$ cat config.mk
export PLATFORM = sky130hd
export DESIGN_NAME = cla_pipe_flat
export DESIGN_NICKNAME = d
export VERILOG_FILES = /design/src/rtl/cla_pipe_if.sv /design/src/rtl/cla_pipe.sv /design/src/flat_wrapper.sv
export SDC_FILE = /design/constraint.sdc
export NUM_CORES = 1
export LEC_CHECK = 0
export CAP_MARGIN = 0
export CORE_ASPECT_RATIO = 1.4
export CORE_MARGIN = 4
export CORE_UTILIZATION = 52
export CTS_CLUSTER_DIAMETER = 40
export DETAILED_ROUTE_END_ITERATION = 8
export GPL_ROUTABILITY_DRIVEN = 0
export GPL_TIMING_DRIVEN = 0
export PLACE_DENSITY = 0.9
export SYNTH_ARGS = -nofsm -noshare
export SYNTH_HDL_FRONTEND = slang
export SYNTH_SLANG_ARGS = --single-unit
$ cat constraint.sdc
create_clock -name clk -period 2.42 [get_ports clk]
set_clock_uncertainty 0.2 [all_clocks]
set_input_delay 0.484 -clock clk [delete_from_list [all_inputs] [get_ports clk]]
set_output_delay 0.484 -clock clk [all_outputs]
set_load 0.01 [all_outputs]
$ cat src/rtl/cla_pipe_if.sv
// Handshake and operand/result bundle for cla_pipe.
// out_ovf exists only when CLA_PIPE_OVF_EN is defined.
interface cla_pipe_if #(
    parameter int WIDTH = 32
);
    logic             in_valid;
    logic             in_ready;
    logic [WIDTH-1:0] in_a;
    logic [WIDTH-1:0] in_b;
    logic             in_sub;
    logic             out_valid;
    logic             out_ready;
    logic [WIDTH:0]   out_sum;
`ifdef CLA_PIPE_OVF_EN
    logic             out_ovf;

    modport master (
        output in_valid, in_a, in_b, in_sub, out_ready,
        input  in_ready, out_valid, out_sum, out_ovf
    );
    modport slave (
        input  in_valid, in_a, in_b, in_sub, out_ready,
        output in_ready, out_valid, out_sum, out_ovf
    );
`else
    modport master (
        output in_valid, in_a, in_b, in_sub, out_ready,
        input  in_ready, out_valid, out_sum
    );
    modport slave (
        input  in_valid, in_a, in_b, in_sub, out_ready,
        output in_ready, out_valid, out_sum
    );
`endif
endinterface

$ cat src/rtl/cla_pipe.sv
// Two-stage pipelined carry-lookahead adder/subtractor behind valid/ready.
// Optional signed-overflow output enabled by defining CLA_PIPE_OVF_EN.
module cla_pipe #(
    parameter int WIDTH = 32
) (
    input  logic       clk,
    input  logic       rst,
    cla_pipe_if.slave  bus
);
    // Handshake: a beat moves on either side when valid & ready are both high
    // at a rising edge; a stage loads when it is empty or its consumer advances.
    localparam int NG  = WIDTH / 4;
    localparam int NSB = (NG + 3) / 4;
    localparam int NGP = NSB * 4;

    // Carries c1..c4 of a 4-wide lookahead block.
    function automatic logic [3:0] look4(input logic [3:0] g, input logic [3:0] p,
                                         input logic c0);
        logic [3:0] c;
        c[0] = g[0] | (p[0] & c0);
        c[1] = g[1] | (p[1] & g[0]) | (p[1] & p[0] & c0);
        c[2] = g[2] | (p[2] & g[1]) | (p[2] & p[1] & g[0]) | (p[2] & p[1] & p[0] & c0);
        c[3] = g[3] | (p[3] & g[2]) | (p[3] & p[2] & g[1]) | (p[3] & p[2] & p[1] & g[0])
             | (p[3] & p[2] & p[1] & p[0] & c0);
        return c;
    endfunction

    // Carries c0..c3 feeding the bits of one 4-bit group.
    function automatic logic [3:0] grp4(input logic [3:0] g, input logic [3:0] p,
                                        input logic c0);
        logic [3:0] c;
        c[0] = c0;
        c[1] = g[0] | (p[0] & c0);
        c[2] = g[1] | (p[1] & g[0]) | (p[1] & p[0] & c0);
        c[3] = g[2] | (p[2] & g[1]) | (p[2] & p[1] & g[0]) | (p[2] & p[1] & p[0] & c0);
        return c;
    endfunction

    logic             s1_adv, s2_adv;
    logic [WIDTH-1:0] b_eff;
    logic [WIDTH-1:0] p_d, p_q, g_d, g_q;
    logic [NG-1:0]    gg_d, gg_q, gp_d, gp_q;
    logic             cin_d, cin_q, s1_valid_d, s1_valid_q;
    logic [NGP-1:0]   gg_pad, gp_pad;
    logic [NGP:0]     gc;
    logic [WIDTH-1:0] sum;
    logic [WIDTH:0]   out_sum_d, out_sum_q;
    logic             out_valid_d, out_valid_q;
`ifdef CLA_PIPE_OVF_EN
    logic             a_msb_d, a_msb_q, b_msb_d, b_msb_q, out_ovf_d, out_ovf_q;
`endif

    always_comb begin
        s2_adv = !out_valid_q | bus.out_ready;
        s1_adv = !s1_valid_q | s2_adv;
    end

    assign bus.in_ready  = s1_adv;
    assign bus.out_valid = out_valid_q;
    assign bus.out_sum   = out_sum_q;

    // Stage 1: bit generate/propagate and group-level gout/pout.
    always_comb begin
        b_eff      = bus.in_sub ? ~bus.in_b : bus.in_b;
        p_d        = p_q;
        g_d        = g_q;
        gg_d       = gg_q;
        gp_d       = gp_q;
        cin_d      = cin_q;
        s1_valid_d = s1_valid_q;
`ifdef CLA_PIPE_OVF_EN
        a_msb_d    = a_msb_q;
        b_msb_d    = b_msb_q;
`endif
        if (s1_adv) begin
            s1_valid_d = bus.in_valid;
            if (bus.in_valid) begin
                g_d   = bus.in_a & b_eff;
                p_d   = bus.in_a ^ b_eff;
                cin_d = bus.in_sub;
                for (int k = 0; k < NG; k++) begin
                    gg_d[k] = g_d[4*k+3] | (p_d[4*k+3] & g_d[4*k+2])
                            | (p_d[4*k+3] & p_d[4*k+2] & g_d[4*k+1])
                            | (p_d[4*k+3] & p_d[4*k+2] & p_d[4*k+1] & g_d[4*k]);
                    gp_d[k] = &p_d[4*k +: 4];
                end
`ifdef CLA_PIPE_OVF_EN
                a_msb_d = bus.in_a[WIDTH-1];
                b_msb_d = b_eff[WIDTH-1];
`endif
            end
        end
    end

    // Stage 2: group carries per 4-group super-block, rippling between blocks.
    always_comb begin
        gg_pad         = '0;
        gp_pad         = '0;
        gg_pad[NG-1:0] = gg_q;
        gp_pad[NG-1:0] = gp_q;
        gc             = '0;
        gc[0]          = cin_q;
        for (int sb = 0; sb < NSB; sb++) begin
            gc[4*sb+1 +: 4] = look4(gg_pad[4*sb +: 4], gp_pad[4*sb +: 4], gc[4*sb]);
        end
        sum = '0;
        for (int k = 0; k < NG; k++) begin
            sum[4*k +: 4] = p_q[4*k +: 4] ^ grp4(g_q[4*k +: 4], p_q[4*k +: 4], gc[k]);
        end

        out_sum_d   = out_sum_q;
        out_valid_d = out_valid_q;
`ifdef CLA_PIPE_OVF_EN
        out_ovf_d   = out_ovf_q;
`endif
        if (s2_adv) begin
            out_valid_d = s1_valid_q;
            if (s1_valid_q) begin
                out_sum_d = {gc[NG], sum};
`ifdef CLA_PIPE_OVF_EN
                out_ovf_d = (a_msb_q == b_msb_q) & (sum[WIDTH-1] != a_msb_q);
`endif
            end
        end
    end

    always_ff @(posedge clk) begin
        if (rst) begin
            p_q         <= '0;
            g_q         <= '0;
            gg_q        <= '0;
            gp_q        <= '0;
            cin_q       <= 1'b0;
            s1_valid_q  <= 1'b0;
            out_sum_q   <= '0;
            out_valid_q <= 1'b0;
        end else begin
            p_q         <= p_d;
            g_q         <= g_d;
            gg_q        <= gg_d;
            gp_q        <= gp_d;
            cin_q       <= cin_d;
            s1_valid_q  <= s1_valid_d;
            out_sum_q   <= out_sum_d;
            out_valid_q <= out_valid_d;
        end
    end

`ifdef CLA_PIPE_OVF_EN
    assign bus.out_ovf = out_ovf_q;

    always_ff @(posedge clk) begin
        if (rst) begin
            a_msb_q   <= 1'b0;
            b_msb_q   <= 1'b0;
            out_ovf_q <= 1'b0;
        end else begin
            a_msb_q   <= a_msb_d;
            b_msb_q   <= b_msb_d;
            out_ovf_q <= out_ovf_d;
        end
    end
`endif
endmodule

$ cat src/flat_wrapper.sv
// flat-port wrapper written by rule: the top's interface ports become plain ports
module cla_pipe_flat 
#(
    parameter int WIDTH = 32
)
  (clk, rst, bus_in_valid, bus_in_a, bus_in_b, bus_in_sub, bus_out_ready, bus_in_ready, bus_out_valid, bus_out_sum);
  cla_pipe_if #(.WIDTH(WIDTH)) bus_i ();
  input  logic clk;
  input  logic rst;
  input wire logic [$bits(bus_i.in_valid)-1:0] bus_in_valid;
  input wire logic [$bits(bus_i.in_a)-1:0] bus_in_a;
  input wire logic [$bits(bus_i.in_b)-1:0] bus_in_b;
  input wire logic [$bits(bus_i.in_sub)-1:0] bus_in_sub;
  input wire logic [$bits(bus_i.out_ready)-1:0] bus_out_ready;
  output wire logic [$bits(bus_i.in_ready)-1:0] bus_in_ready;
  output wire logic [$bits(bus_i.out_valid)-1:0] bus_out_valid;
  output wire logic [$bits(bus_i.out_sum)-1:0] bus_out_sum;
  assign bus_i.in_valid = bus_in_valid;
  assign bus_i.in_a = bus_in_a;
  assign bus_i.in_b = bus_in_b;
  assign bus_i.in_sub = bus_in_sub;
  assign bus_i.out_ready = bus_out_ready;
  assign bus_in_ready = bus_i.in_ready;
  assign bus_out_valid = bus_i.out_valid;
  assign bus_out_sum = bus_i.out_sum;
  cla_pipe #(.WIDTH(WIDTH)) u_core (.clk(clk), .rst(rst), .bus(bus_i));
endmodule
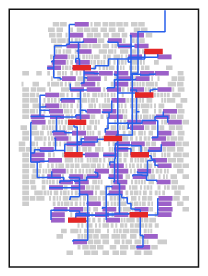
*Clock distribution, run 1*
Drawn at 2 px/um.
legend:
  flip-flops:
    colour: purple
    count: 108
  clock drivers:
    colour: red
    count: 9
  clock wires:
    colour: blue
    length: 1,180 um
routed clock nets: 10

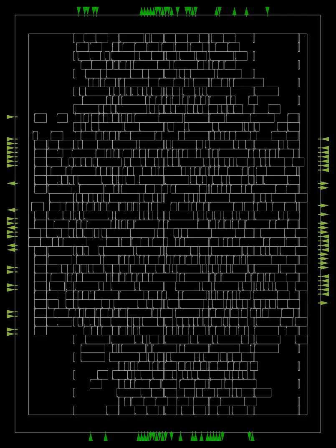
*Placement view, run 1*
standard-cell rows: 43
FILL cells: 798
Layout Utilization: 0.6837
non-filler cells, final: 929
total core area: 10,010 um^2

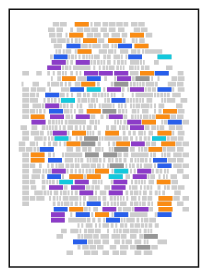
*Sequential cells grouped by signal name, run 1*
Drawn at 2 px/um. Other sequential cells in the stronger grey, the rest of the logic in the fainter grey.
legend:
  u_core.p_q:
    colour: purple
    flops: 32
  u_core.g_q:
    colour: blue
    flops: 24
  u_core.gg_pad:
    colour: cyan
    flops: 8
  u_core.bus.out_sum:
    colour: orange
    flops: 33
not coloured: 11

==> flow_summary.ini, run 1 <==
; flow metrics
[outcome]
result_of_the_run = finished clean

[setup_path]
setup.worst_path.end_class = flop
worst-path-max-fanout = 10
cp.depth = 8
r2r-start = u_core.cin_q$_SDFFE_PP0P_
max_stage_delay_ns = 0.51
path_class = primary input to flop
critPathCapture = u_core.gp_pad[6]$_SDFFE_PP0P_
worst-endpoint-arrival_ns = 2.40
critPathRequiredTime_ns = 2.43
reg2reg_setup_slack_ns = 0.22
critical_path.startpoint = bus_out_ready
ff2ff_path_depth = 9
timing.critical_path.max_delay_family = buffers and inverters
start_kind = primary input

[route]
detailedRoute.firstPassIterationCount = 6
drt_iter0_markers = 436
drc = 0
drtAntennaViolNets = 0

[cts]
clk_transition_reported_paths_ns = 0.07
cts_num_sinks = 108
postCtsSetupRepairBufs = 0
hold_buffers = 0
cts.htree.levels = 3
cts-buffers-inserted = 9
cts-root-to-sink-buffers = 2
tritoncts = built

[timing]
hold_slack_final_ns = 0.2534
slew_headroom = 0.5146
finalHoldViolations = 0
fin_setup_tns_ns = 0
final_critical_path_setup_slack_ns = 0.03655
fmaxAchievable_mhz = 419.6
layout_worst_path_cycle_share = 0.9849
timing.final.max_slew_violations = 0
post-route-min-period_ns = 2.383
report.final.setup_viol = 0

[power_and_ir_drop]
power.largest_group = registers
power.density_nw_per_um2 = 617.5
power_frac_clock = 0.327
power.net_switching_uw = 1188
power_report.internal_total_uw = 3037
total_combinational_power_uw = 861
p_seq_frac = 0.470
ir_worst_vdd_v = 0.0003962
totalPowerFinal_uw = 4225
power_clock_uw = 1380
leakage_uw = 0.002701

[worst_hold_path]
holdCritStartpoint = u_core.bus.out_sum[1]$_SDFFE_PP0P_
min_delay_path_depth = 2
hold-path-endpoint = u_core.bus.out_sum[1]$_SDFFE_PP0P_

[synth]
area_share_of_the_largest_cell_type_after_synthesis = 0.4031
unique_cell_types = 43
yosysCellCount = 677
yosysSeqAreaShare = 0.4031
post_synth.cell_area_avg_um2 = 7.923
yosysWarningCount = 0
fp_nets = 786

[floorplanning]
floorplan.core_util = 0.5360
design.portCount = 104
fp.dieH_um = 128.2
design.die.area_um2 = 12030

[global_routing]
grt_util_all_layers = 0.2778
grt_max_degree = 16
first_global_vias = 5527
overflow = 0

[placed_design]
dp.final_hpwl_um = 12030
port-buffer-count = 102
post_placement_setup_slack_ns = -0.4264

[final_layout]
layout_top_cells = nand2_1 (169), dfxtp_1 (108), a21oi_1 (107), clkdlybuf4s50_1 (101), nor2_1 (52)
final_net_count = 899
ant_diodes = 0

[flow_run]
max_cap_viol_count = 0
==> run 1: final cells by class <==
type | instances | area (um^2) | area share
tap | 135 | 168.9 | 0.02469
timing repair buffer | 102 | 1023 | 0.1496
clock inverter | 2 | 10.01 | 0.001463
multi-input combinational | 528 | 3049 | 0.4457
buffer | 38 | 156.4 | 0.02286
inverter | 3 | 11.26 | 0.001646
clock buffer | 13 | 260.3 | 0.03804
sequential | 108 | 2162 | 0.3160
==> run 1: cell families after synthesis <==
kind of cell,after synthesis,synth area share
AND/OR/NAND/NOR,276,0.2200
buffers and inverters,41,0.02986
AND-OR/OR-AND,164,0.1752
flip-flops,108,0.4031
XOR/XNOR,47,0.07674
adder cells (fa/ha/maj),40,0.09331
multiplexers,1,0.001866
==> run 1: registers in the layout, summed over array words and instances, names as in the netlist <==
| register | count |
|---|---|
| u_core.bus.out_sum | 33 |
| u_core.p_q | 32 |
| u_core.g_q | 24 |
| u_core.gg_pad | 8 |
| u_core.gp_pad | 8 |
| u_core.bus.out_valid | 1 |
| u_core.cin_q | 1 |
| u_core.s1_valid_q | 1 |
==> run 1: cells in the mapped netlist, drive strengths merged, types with 7 or more instances <==
library cell	count
nand2	169
a21oi	108
dfxtp	108
nor2	52
ha	40
xor2	34
clkbuf	28
o21ai	17
a21o	13
xnor2	13
nor2b	12
a211oi	11
buf	10
nand4	10
nand3b	8
nor3	7
==> run 1: per-layer routing <==
layer	share of wire	vias to the layer above	global-route usage
met2	0.51	318	0.4835
li1	-	2524	-
met5	0	-	0
met1	0.36	2564	0.3070
met3	0.082	68	0.05109
met4	0.048	0	0.1743
==> run 1: timing repair <==
| action | CTS | global route |
|---|---|---|
| pin swaps | 0 | 0 |
| resized | 4 | 8 |
| hold endpoints to repair | 0 | 0 |
| endpoints found under the setup margin | 18 | 16 |
| cloned | 0 | 0 |
### Port wiring, run 1

Drawn at 4 px/um.
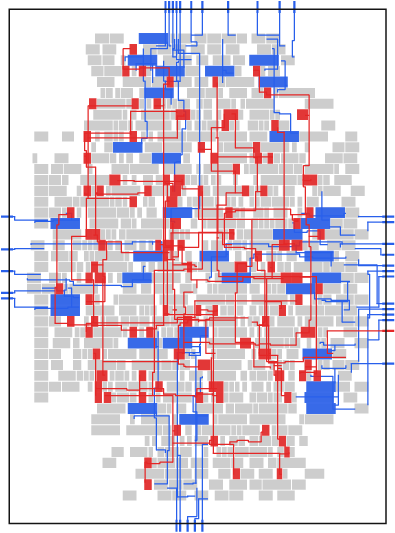

==> inputs of run 2 (changes only) <==
Settings changed: CORE_MARGIN 4 to default.
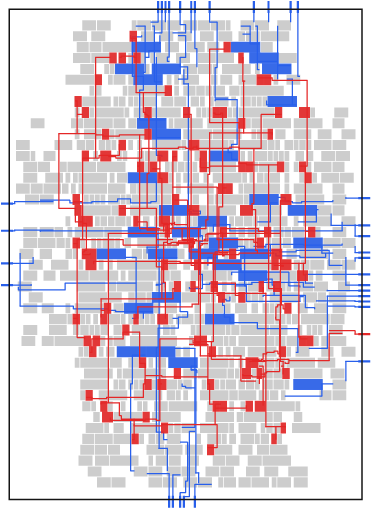
*Port wiring, run 2*
Drawn at 4 px/um.
legend:
  rst:
    colour: red
    bits: 1
    direction: input
    edge: right
    end_cells: 113
    buffers: 13
    wire: 1,690 um
  bus_out_sum:
    colour: blue
    bits: 33
    direction: output
    edge: 12 top, 12 right, 5 bottom, 4 left
    end_cells: 33
    buffers: 33
    wire: 1,300 um

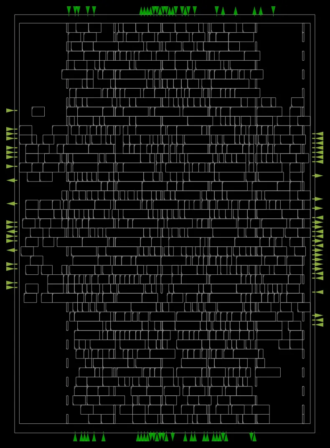
*Placement view, run 2*
non-filler cells, final: 930
Layout Utilization: 0.6924
FILL cells: 745
Taps Inserted: 135

==> run 2 against run 1 <==
Effect of this change:
- design area up 0.73%
- routed wire length barely moved
- clock power rose by about 10%
- die area shrank 11%
- hold slack improved by 0.0048 ns
- flip-flop count unchanged
- critical path depth shrank 1
- via count rose by 1.4%
- register-to-register slack worse by 0.09 ns
==> flow_summary.ini, run 2 <==
; flow metrics
[outcome]
result_of_the_run = finished clean

[synth]
yosysWarningCount = 0
fp_nets = 786
area_share_of_the_largest_cell_type_after_synthesis = 0.4031
yosysCellCount = 677
unique_cell_types = 43

[power_and_ir_drop]
power.net_switching_uw = 1215
power_clock_uw = 1560
power.density_nw_per_um2 = 640.2
totalPowerFinal_uw = 4412
leakage_uw = 0.002720
ir_worst_vdd_v = 0.0003628
total_combinational_power_uw = 863

[placed_design]
port-buffer-count = 102
dp.final_hpwl_um = 11620
post_placement_setup_slack_ns = -0.4741

[setup_path]
worst-path-max-fanout = 10
cp.depth = 7
start_kind = primary input
worst-endpoint-arrival_ns = 2.43
timing.critical_path.max_delay_family = buffers and inverters
max_stage_delay_ns = 0.50
path_class = primary input to flop

[cts]
clk_transition_reported_paths_ns = 0.07
cts-buffers-inserted = 9

[worst_hold_path]
min_delay_path_depth = 2

[final_layout]
final_net_count = 899

[timing]
layout_worst_path_cycle_share = 0.9744
report.final.setup_viol = 0
fmaxAchievable_mhz = 424.1
post-route-min-period_ns = 2.358

[route]
drt_iter0_markers = 558
drtAntennaViolNets = 0

[floorplanning]
core_um2 = 9953

[global_routing]
grt_max_degree = 18
## run 2: final timing paths
path                            slack (ns)                          startpoint                                   to
worst max-delay path                  0.06                       bus_out_ready   u_core.bus.out_sum[6]$_SDFFE_PP0P_
worst min-delay path                  0.26  u_core.bus.out_sum[8]$_SDFFE_PP0P_   u_core.bus.out_sum[8]$_SDFFE_PP0P_
worst max register to register        0.13           u_core.cin_q$_SDFFE_PP0P_  u_core.bus.out_sum[29]$_SDFFE_PP0P_
worst min register to register        0.26  u_core.bus.out_sum[8]$_SDFFE_PP0P_   u_core.bus.out_sum[8]$_SDFFE_PP0P_
## run 2: layout make-up
class                   instances  area (um^2)
multi-input cells             528         3049
flip-flops and latches        108         2162
fillers                       745         3062
plain buffers                  38        158.9
clock buffers                  10        229.0
repair buffers                102         1023
well taps                     135        168.9
inverters                       3        11.26
clock inverters                 6        88.84
## run 2: cells by family after synthesis
| group | Yosys count | synth area share |
|---|---|---|
| AND-OR/OR-AND | 164 | 0.1752 |
| XOR/XNOR | 47 | 0.07674 |
| adder cells (fa/ha/maj) | 40 | 0.09331 |
| buffers and inverters | 41 | 0.02986 |
| flip-flops | 108 | 0.4031 |
| multiplexers | 1 | 0.001866 |
| AND/OR/NAND/NOR | 276 | 0.2200 |
## run 2: repair_timing
item,CTS,global route
setup endpoints to repair,20,19
cloned,0,0
gates resized,5,10
## run 2: per-layer routing
metal | share of wire | global-route usage | vias up | routed length (um)
li1 | - | - | 2520 | -
met2 | 0.50 | 0.5392 | 357 | 8188
met3 | 0.087 | 0.05488 | 85 | 1424
met4 | 0.059 | 0.2182 | 0 | 962
met1 | 0.36 | 0.3423 | 2590 | 5827
met5 | 0 | 0 | - | 0
## run 2: worst min-delay path, stage by stage, from the launching register on
cell	delay, ns
dfxtp_1	0.31
nand2_1	0.05
a21oi_1	0.05
### Placement by cell class, run 2

Drawn at 2 px/um.
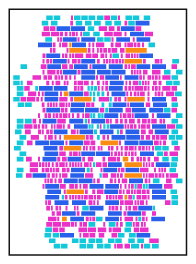

==> inputs of run 3 (changes only) <==
Settings changed: CORE_UTILIZATION 52 to 35, PLACE_DENSITY 0.9 to 0.68.
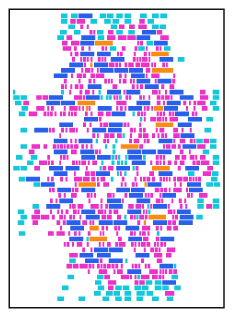
*Placement by cell class, run 3*
Drawn at 2 px/um.
legend:
  clock drivers and dummy loads:
    colour: orange
    cells: 16
  flops:
    colour: blue
    cells: 108
  other buffers and delay cells:
    colour: cyan
    cells: 140
  combinational and other logic:
    colour: magenta
    cells: 531

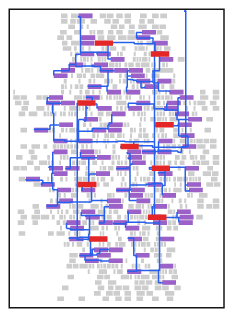
*Clock distribution, run 3*
Drawn at 2 px/um.
legend:
  flip-flops:
    colour: purple
    count: 108
  clock wires:
    colour: blue
    length: 1,270 um
  clock drivers:
    colour: red
    count: 9
routed clock nets: 10

==> run 3 against run 2 <==
Effect of this change:
- combinational power is 1% lower
- total power is 1.7% lower
- hold slack worse by 0.0090 ns
- critical path depth stayed put
- area after synthesis stayed put
- global-route usage is 10 points lower
- design area is 0.74% higher
- clock-buffer cell count is 5 higher
- clock power is 3% lower
- non-clock buffer count stayed put
- sequential share of layout area is 0.23 points lower
- largest cell class unchanged
- largest power group unchanged
==> flow_summary.ini, run 3 <==
; flow metrics
[outcome]
result_of_the_run = finished clean

[global_routing]
grt_max_degree = 16
overflow = 0

[synth]
ys_sh_simple = 0.2200
yosysWarningCount = 0
yosys.area_share.aoi = 0.1752
area_share_of_the_largest_cell_type_after_synthesis = 0.4031
mappedNetlistArea_um2 = 5364
post_synth.cell_area_avg_um2 = 7.923
fp_nets = 786
synth.mux.area_fraction = 0.001866
unique_cell_types = 43
netlist_logic_family_top = simple AND/OR/NAND/NOR gates
synth.most_common_cell = nand2_1
synth_xor_xnor_area_share = 0.07674
yosysCellCount = 677

[setup_path]
critical_path.startpoint = bus_out_ready
cp.depth = 7
crit-reg2reg-capture = u_core.bus.out_sum[29]$_SDFFE_PP0P_
critical_path.cell_chain = clkdlybuf4s50_1 -> nor2b_4 -> nand2_1 -> nand2_1 -> clkbuf_1 -> nand2_1 -> a21oi_1
reg2reg_setup_slack_ns = 0.23
timing.critical_path.max_delay_family = buffers and inverters
worst-endpoint-arrival_ns = 2.37
start_kind = primary input
path_class = primary input to flop
r2r-start = u_core.cin_q$_SDFFE_PP0P_
worst-path-max-fanout = 10
max_stage_delay_ns = 0.56

[placed_design]
port-buffer-count = 102
post_placement_setup_slack_ns = -0.5609
dpl_cell_area_um2 = 6625
dp.final_hpwl_um = 12150

[final_layout]
final_util = 0.4633
fillCellCount = 1511
final_layout_size_suffix_gt1_frac = 0.03899
final_net_count = 899
finalNonFillerCells = 987

[power_and_ir_drop]
totalPowerFinal_uw = 4338
ir_worst_vdd_v = 0.0002994
power.density_nw_per_um2 = 624.9
leakage_uw = 0.002716

[floorplanning]
core_um2 = 14990

[timing]
final_critical_path_setup_slack_ns = 0.1383
setup_repair_after_global_routing_missed_its_margin = no
layout_worst_path_cycle_share = 0.9428
fmaxAchievable_mhz = 438.3
report.final.setup_viol = 0
post-route-min-period_ns = 2.282

[route]
drt_iter0_markers = 254

[cts]
clk_transition_reported_paths_ns = 0.07
cts-buffers-inserted = 9

[worst_hold_path]
holdCritStartpoint = u_core.bus.out_sum[5]$_SDFFE_PP0P_
min_delay_path_depth = 2
[run 3: cell count changes in the layout (fill, tap and decap cells not counted), sizes merged]
cell      before  now
bufinv         2    1
clkbuf        38   43
clkinv         2    0
clkinvlp       2    0
[run 3: power breakdown]
group | switching (uW) | total [uW] | internal [uW]
registers | 90.5 | 1980 | 1890
logic | 450 | 851 | 401
clock network | 645 | 1510 | 862
total | 1190 | 4340 | 3150
[run 3: area by class of cell]
type	instances	area [um^2]	share of cell area
clock inverters	1	30.03	0.004325
plain buffers	38	158.9	0.02289
multi-input cells	528	3049	0.4392
inverters	3	11.26	0.001622
repair buffers	102	1023	0.1474
clock buffers	15	267.8	0.03857
well taps	192	240.2	0.03460
flip-flops and latches	108	2162	0.3114
[run 3: per-layer routing]
metal | global-route usage | vias to the layer above | wire, um
met4 | 0.1034 | 0 | 550
met5 | 0 | - | 0
met1 | 0.2368 | 2330 | 6399
met2 | 0.3871 | 136 | 8414
met3 | 0.02410 | 31 | 683
li1 | - | 2523 | -
[run 3: what timing repair did]
item	in CTS	in global routing
hold endpoints to repair	0	0
gates cloned	0	0
resized	5	10
buffers inserted	0	0
setup endpoints to repair	27	19
[run 3: how the worst min path moves through the flow]
stage | to | slack (ns)
2_1_floorplan | u_core.g_q[14]$_SDFFE_PP0P_ | 0.24
5_1_grt | u_core.bus.out_sum[3]$_SDFFE_PP0P_ | 0.27
3_3_place_gp | u_core.bus.out_sum[3]$_SDFFE_PP0P_ | 0.24
3_5_place_dp | u_core.bus.out_sum[3]$_SDFFE_PP0P_ | 0.24
4_1_cts | u_core.bus.out_sum[3]$_SDFFE_PP0P_ | 0.25
6_report | u_core.bus.out_sum[5]$_SDFFE_PP0P_ | 0.25
No activity file was given, so power comes from the tool's default toggle rates.
